**config.mk**
```make
export PLATFORM = sky130hd
export DESIGN_NAME = soc_bus_arbiter
export DESIGN_NICKNAME = d
export VERILOG_FILES = /design/src/rtl/soc_bus_arbiter.sv
export SDC_FILE = /design/constraint.sdc
export NUM_CORES = 1
export LEC_CHECK = 0
export ABC_CLOCK_PERIOD_IN_PS = 5500
export CAP_MARGIN = 20
export CORE_AREA = 10 10 194 196
export DETAILED_ROUTE_END_ITERATION = 16
export DIE_AREA = 0 0 204 206
export SYNTH_ARGS = -nofsm -noshare
export SYNTH_HDL_FRONTEND = slang
export SYNTH_SLANG_ARGS = --single-unit
```
**constraint.sdc**
```tcl
create_clock -name clk -period 5.5 [get_ports clk]
set_clock_uncertainty 0.15 [all_clocks]
set_input_delay 0.825 -clock clk [delete_from_list [all_inputs] [get_ports clk]]
set_output_delay 0.825 -clock clk [all_outputs]
set_load 0.01 [all_outputs]
```
**src/rtl/soc_bus_arbiter.sv**
```systemverilog
// soc_bus_arbiter
//   Two-master / eight-slave bus arbiter with address decode and timeout.
//   Master 0 is instruction fetch, master 1 is load/store. Only one
//   transaction is in flight at a time. Requests are granted round-robin
//   from IDLE, decoded against the SoC memory map, and forwarded to one
//   slave. Unmapped addresses and stalled slaves return an error response.
//
// Parameters
//   TIMEOUT   cycles allowed from entering ADDR to slave rvalid (0 = off)
//
// Ports
//   clk, rst             clock, asynchronous active-high reset
//   m_req/m_addr/m_we/m_be/m_wdata   per-master request and fields
//   m_gnt                combinational accept, at most one hot
//   m_rvalid             registered one-cycle response pulse per master
//   m_rdata, m_err       shared response data / error flag
//   s_req                one-hot slave request (asserted in ADDR only)
//   s_addr/s_we/s_be/s_wdata   latched fields shared by all slaves
//   s_gnt, s_rvalid, s_rdata   per-slave accept, response valid, read data
module soc_bus_arbiter #(
  parameter int unsigned TIMEOUT = 1024
) (
  input  logic            clk,
  input  logic            rst,
  input  logic [1:0]      m_req,
  input  logic [1:0][31:0] m_addr,
  input  logic [1:0]      m_we,
  input  logic [1:0][3:0] m_be,
  input  logic [1:0][31:0] m_wdata,
  output logic [1:0]      m_gnt,
  output logic [1:0]      m_rvalid,
  output logic [31:0]     m_rdata,
  output logic            m_err,
  output logic [7:0]      s_req,
  output logic [31:0]     s_addr,
  output logic            s_we,
  output logic [3:0]      s_be,
  output logic [31:0]     s_wdata,
  input  logic [7:0]      s_gnt,
  input  logic [7:0]      s_rvalid,
  input  logic [7:0][31:0] s_rdata
);

  typedef enum logic [1:0] {IDLE, ADDR, RESP, ERR} state_t;

  // Counter only needs to reach TIMEOUT-1.
  localparam int CW = (TIMEOUT > 1) ? $clog2(TIMEOUT) : 1;
  localparam logic [CW-1:0] CNT_LAST = (TIMEOUT == 0) ? '0 : CW'(TIMEOUT - 1);

  state_t        state_q, state_d;
  logic          owner_q, owner_d;
  logic          last_owner_q, last_owner_d;
  logic [2:0]    idx_q, idx_d;
  logic [31:0]   addr_q, addr_d;
  logic          we_q, we_d;
  logic [3:0]    be_q, be_d;
  logic [31:0]   wdata_q, wdata_d;
  logic [CW-1:0] cnt_q, cnt_d;
  logic [1:0]    rvalid_q, rvalid_d;
  logic [31:0]   rdata_q, rdata_d;
  logic          err_q, err_d;

  logic          sel_owner;
  logic [31:0]   sel_addr;
  logic          dec_hit;
  logic [2:0]    dec_idx;
  logic [1:0]    gnt_raw;
  logic          timeout_hit;

  // Round-robin: on a tie the master that did not win last time goes next.
  assign sel_owner = (m_req == 2'b11) ? ~last_owner_q : m_req[1];
  assign sel_addr  = m_addr[sel_owner];

  // Memory map decode of the candidate address.
  always_comb begin
    dec_hit = 1'b1;
    dec_idx = 3'd0;
    if (sel_addr[31:12] == 20'h00000)      dec_idx = 3'd0;  // boot ROM, 4 KiB
    else if (sel_addr[31:14] == 18'h00004) dec_idx = 3'd1;  // code RAM, 16 KiB @ 0x0001_0000
    else if (sel_addr[31:14] == 18'h00040) dec_idx = 3'd2;  // data RAM, 16 KiB @ 0x0010_0000
    else if (sel_addr[31:12] == 20'h01000) dec_idx = 3'd3;  // GPIO
    else if (sel_addr[31:12] == 20'h01001) dec_idx = 3'd4;  // SPI
    else if (sel_addr[31:12] == 20'h01002) dec_idx = 3'd5;  // UART
    else if (sel_addr[31:12] == 20'h01003) dec_idx = 3'd6;  // timer
    else if (sel_addr[31:16] == 16'h0101)  dec_idx = 3'd7;  // PMC, 64 KiB
    else                                   dec_hit = 1'b0;
  end

  assign timeout_hit = (TIMEOUT != 0) && (cnt_q == CNT_LAST);

  always_comb begin
    state_d      = state_q;
    owner_d      = owner_q;
    last_owner_d = last_owner_q;
    idx_d        = idx_q;
    addr_d       = addr_q;
    we_d         = we_q;
    be_d         = be_q;
    wdata_d      = wdata_q;
    cnt_d        = cnt_q;
    rvalid_d     = 2'b00;
    rdata_d      = 32'd0;
    err_d        = 1'b0;
    gnt_raw      = 2'b00;

    case (state_q)
      IDLE: begin
        if (|m_req) begin
          gnt_raw[sel_owner] = 1'b1;
          owner_d      = sel_owner;
          last_owner_d = sel_owner;
          idx_d        = dec_idx;
          addr_d       = sel_addr;
          we_d         = m_we[sel_owner];
          be_d         = m_be[sel_owner];
          wdata_d      = m_wdata[sel_owner];
          cnt_d        = '0;
          if (dec_hit) begin
            state_d = ADDR;
          end else begin
            // The error pulse is registered on the way into ERR so the
            // master sees it one cycle after its grant.
            state_d             = ERR;
            rvalid_d[sel_owner] = 1'b1;
            err_d               = 1'b1;
          end
        end
      end

      ADDR: begin
        cnt_d = cnt_q + CW'(1);
        if (timeout_hit) begin
          state_d           = IDLE;
          rvalid_d[owner_q] = 1'b1;
          err_d             = 1'b1;
        end else if (s_gnt[idx_q]) begin
          state_d = RESP;
        end
      end

      RESP: begin
        cnt_d = cnt_q + CW'(1);
        // A response arriving on the last allowed cycle still completes.
        if (s_rvalid[idx_q]) begin
          state_d           = IDLE;
          rvalid_d[owner_q] = 1'b1;
          rdata_d           = we_q ? 32'd0 : s_rdata[idx_q];
        end else if (timeout_hit) begin
          state_d           = IDLE;
          rvalid_d[owner_q] = 1'b1;
          err_d             = 1'b1;
        end
      end

      ERR: begin
        state_d = IDLE;
      end

      default: begin
        state_d = IDLE;
      end
    endcase
  end

  always_ff @(posedge clk or posedge rst) begin
    if (rst) begin
      state_q      <= IDLE;
      owner_q      <= 1'b0;
      last_owner_q <= 1'b1;
      idx_q        <= 3'd0;
      addr_q       <= 32'd0;
      we_q         <= 1'b0;
      be_q         <= 4'd0;
      wdata_q      <= 32'd0;
      cnt_q        <= '0;
      rvalid_q     <= 2'b00;
      rdata_q      <= 32'd0;
      err_q        <= 1'b0;
    end else begin
      state_q      <= state_d;
      owner_q      <= owner_d;
      last_owner_q <= last_owner_d;
      idx_q        <= idx_d;
      addr_q       <= addr_d;
      we_q         <= we_d;
      be_q         <= be_d;
      wdata_q      <= wdata_d;
      cnt_q        <= cnt_d;
      rvalid_q     <= rvalid_d;
      rdata_q      <= rdata_d;
      err_q        <= err_d;
    end
  end

  // Grant is combinational, so it must be masked while reset is held.
  assign m_gnt    = rst ? 2'b00 : gnt_raw;
  assign m_rvalid = rvalid_q;
  assign m_rdata  = rdata_q;
  assign m_err    = err_q;

  assign s_addr   = addr_q;
  assign s_we     = we_q;
  assign s_be     = be_q;
  assign s_wdata  = wdata_q;

  generate
    for (genvar gi = 0; gi < 8; gi++) begin : g_sreq
      assign s_req[gi] = (state_q == ADDR) && (idx_q == 3'(gi));
    end
  endgenerate

endmodule

```
==> flow_metrics.py <==
# Auto-generated metrics
metrics = {
    "run_status": {
        "status": "complete, no violations",
    },
    "worst_setup_path": {
        "crit_end": "m_gnt[1]",
        "crit-reg2reg-capture": "state_q[0]",
        "worst_ep_required_time_ps": 4530,
    },
    "clock_tree": {
        "cts_tree": "yes",
        "clkSinkCount": 121,
        "cts_resized": 0,
        "holdBufCountCts": 0,
        "cts-root-to-sink-buffers": 2,
    },
    "min_path": {
        "holdCritPathClass": "flip-flop to flip-flop",
        "hold_path_depth": 1,
    },
    "synth": {
        "yosys-dominant-comb-family": "multiplexers",
        "top_cells_by_count": "120 x dfrtp_1, 70 x nand2_1, 67 x mux4_2",
        "number_of_warnings_printed_during_yosys_synthesis": 0,
        "synth.cellmix.xorXnorShare": 0.00360,
        "biggest_area_consumer_among_synthesized_cells": "dfrtp_1",
        "per_instance_average_area_after_synthesis_sq_um": 11.2,
        "adder_share": 0.00857,
        "yosys.area_share.simple": 0.120,
        "synth.ff_latch_count": 121,
    },
    "layout": {
        "comb_area_frac": 0.282,
        "n_fill_cell": 3228,
        "nets": 1570,
        "area.combinational_sq_um": 3840,
        "buffer_area_frac": 0.393,
        "areaGrowthSynthToFinish_pct": 86.6,
    },
    "floorplanning": {
        "floorplan.initialDensity": 0.215,
        "boundaryPins": 528,
    },
    "global_route": {
        "maximum_number_of_pins_on_one_net_before_global_route_repair": 62,
        "antenna_violations_before_repair": 5,
    },
    "pwr": {
        "pwr-share-comb": 0.453,
        "power.net_switching_mw": 1.63,
    },
    "drt": {
        "detailed_route_vias_per_instance": 4.71,
        "final_antenna_net_count": 0,
    },
    "run": {
        "cap_violations": 0,
    },
    "place": {
        "placement.io_buffers": 527,
    },
    "sta": {
        "final.min_clock_period_ps": 3740,
    },
}
-- worst max-delay path: stages --
cell and delay (ps):
clkdlybuf4s50_1 600, a21boi_2 200, buf_4 350, nand2_1 120, nor2_1 110, clkdlybuf4s50_1 540
-- placed cells by master, fill, tap and decap left out, types with 3 or more instances in the layout --
cell type / instances
and3_1: 3
nand3_1: 6
buf_4: 8
mux4_2: 67
a222oi_1: 50
nor3_1: 7
inv_6: 4
mux2i_1: 34
clkdlybuf4s50_1: 527
nand2b_1: 3
nand2_1: 70
nor4_1: 4
clkinv_4: 3
nand4_1: 8
dfrtp_1: 117
o31ai_1: 4
nor2_2: 10
nor2_1: 62
a21oi_1: 10
inv_1: 53
ha_1: 5
nand4b_1: 5
a31oi_1: 21
clkbuf_16: 17
o21ai_0: 16
diode_2: 5
-- per-layer routing --
| layer | wire, um | vias to the layer above | track usage |
|---|---|---|---|
| met4 | 631 | 0 | 0.0513 |
| met5 | 0 | - | 0 |
| met1 | 15800 | 3766 | 0.215 |
| li1 | - | 3480 | - |
| met3 | 3670 | 24 | 0.0677 |
| met2 | 20100 | 380 | 0.304 |
-- per-stage QoR --
step	hold slack [ps]	cells	area (sq um)	setup WS (ps)	util
detailed placement	300	1587	13000	1770	0.383
CTS	308	1619	13600	1770	0.401
global placement	308	1587	13000	1780	0.383
global route	364	1624	13600	1620	0.401
floorplan	285	649	7300	1310	-
finish	311	1624	13600	1760	0.401
-- power groups by stage --
| stage | Sequential (mW) | Combinational [mW] | Clock (mW) |
|---|---|---|---|
| CTS | 1.41 | 2.15 | 1.19 |
| global route | 1.45 | 2.32 | 1.23 |
| detailed placement | 1.42 | 2.15 | 0 |
| floorplan | 1.53 | 0.817 | 0 |
| finish | 1.41 | 2.13 | 1.16 |
| global placement | 1.41 | 2.13 | 0 |
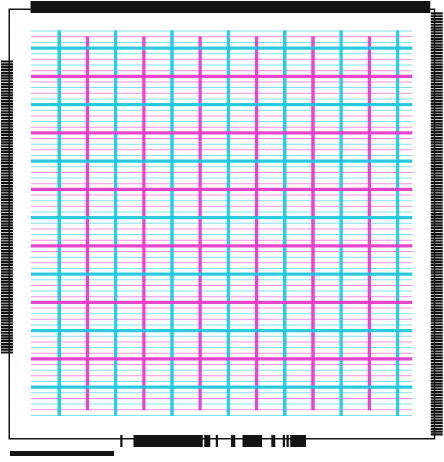
Figure 1: supply network.
Bar = 50 um. Pins as bars on the die edge.
| net | color |
|---|---|
| VDD | magenta |
| VSS | cyan |
rows: 68
signal pins: 528
met5 straps: 13
met1 rails: 69
met4 straps: 13
die outline height: 206 um
Worst IR Drop VDD: 0.280 mV

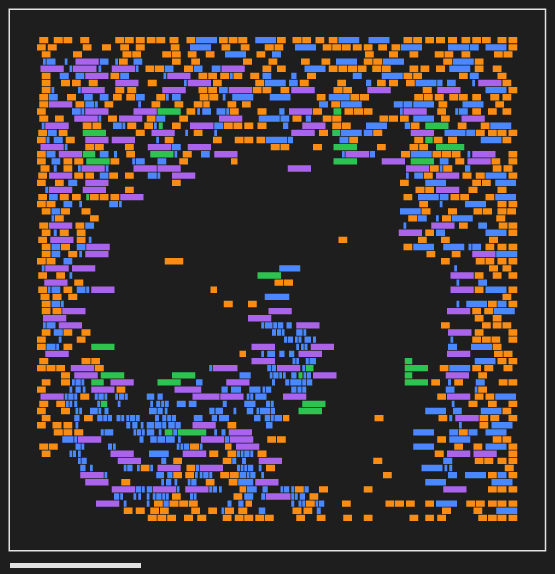
Figure 2: cell classes on the final placement.
Bar = 50 um.
| class | color | cells |
|---|---|---|
| clock drivers and dummy loads | green | 32 |
| remaining logic cells | blue | 475 |
| remaining buffers and delay cells | orange | 536 |
| sequential cells | purple | 121 |

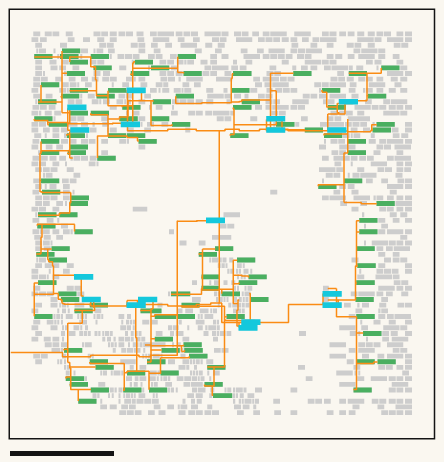
Figure 3: clock distribution.
Bar = 50 um.
[flip-flops] green | count: 121
[clock wires] orange | length: 2200 um
[clock-net drivers] cyan | count: 17
routed clock nets: 18

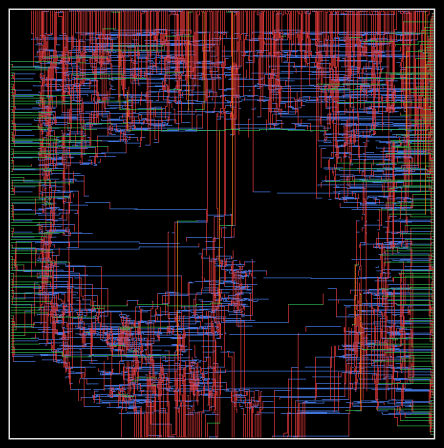
Figure 4: wiring by layer.
| layer | color | wire length |
|---|---|---|
| M4 | orange | 632 um |
| M2 | red | 20.1 mm |
| M3 | green | 3670 um |
| M1 | blue | 15800 um |

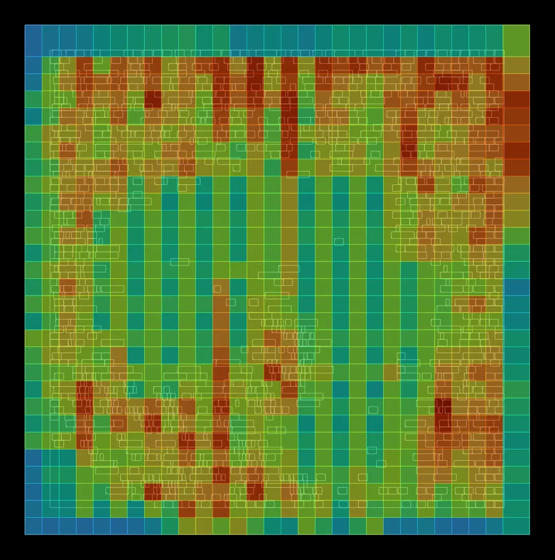
Figure 5: routing congestion map.
highest-utilization routing layer at the global route stage: met2
met2 layer usage reported by global route: 0.304

Power figures rest on the tool's default switching activity, not on a simulated workload.
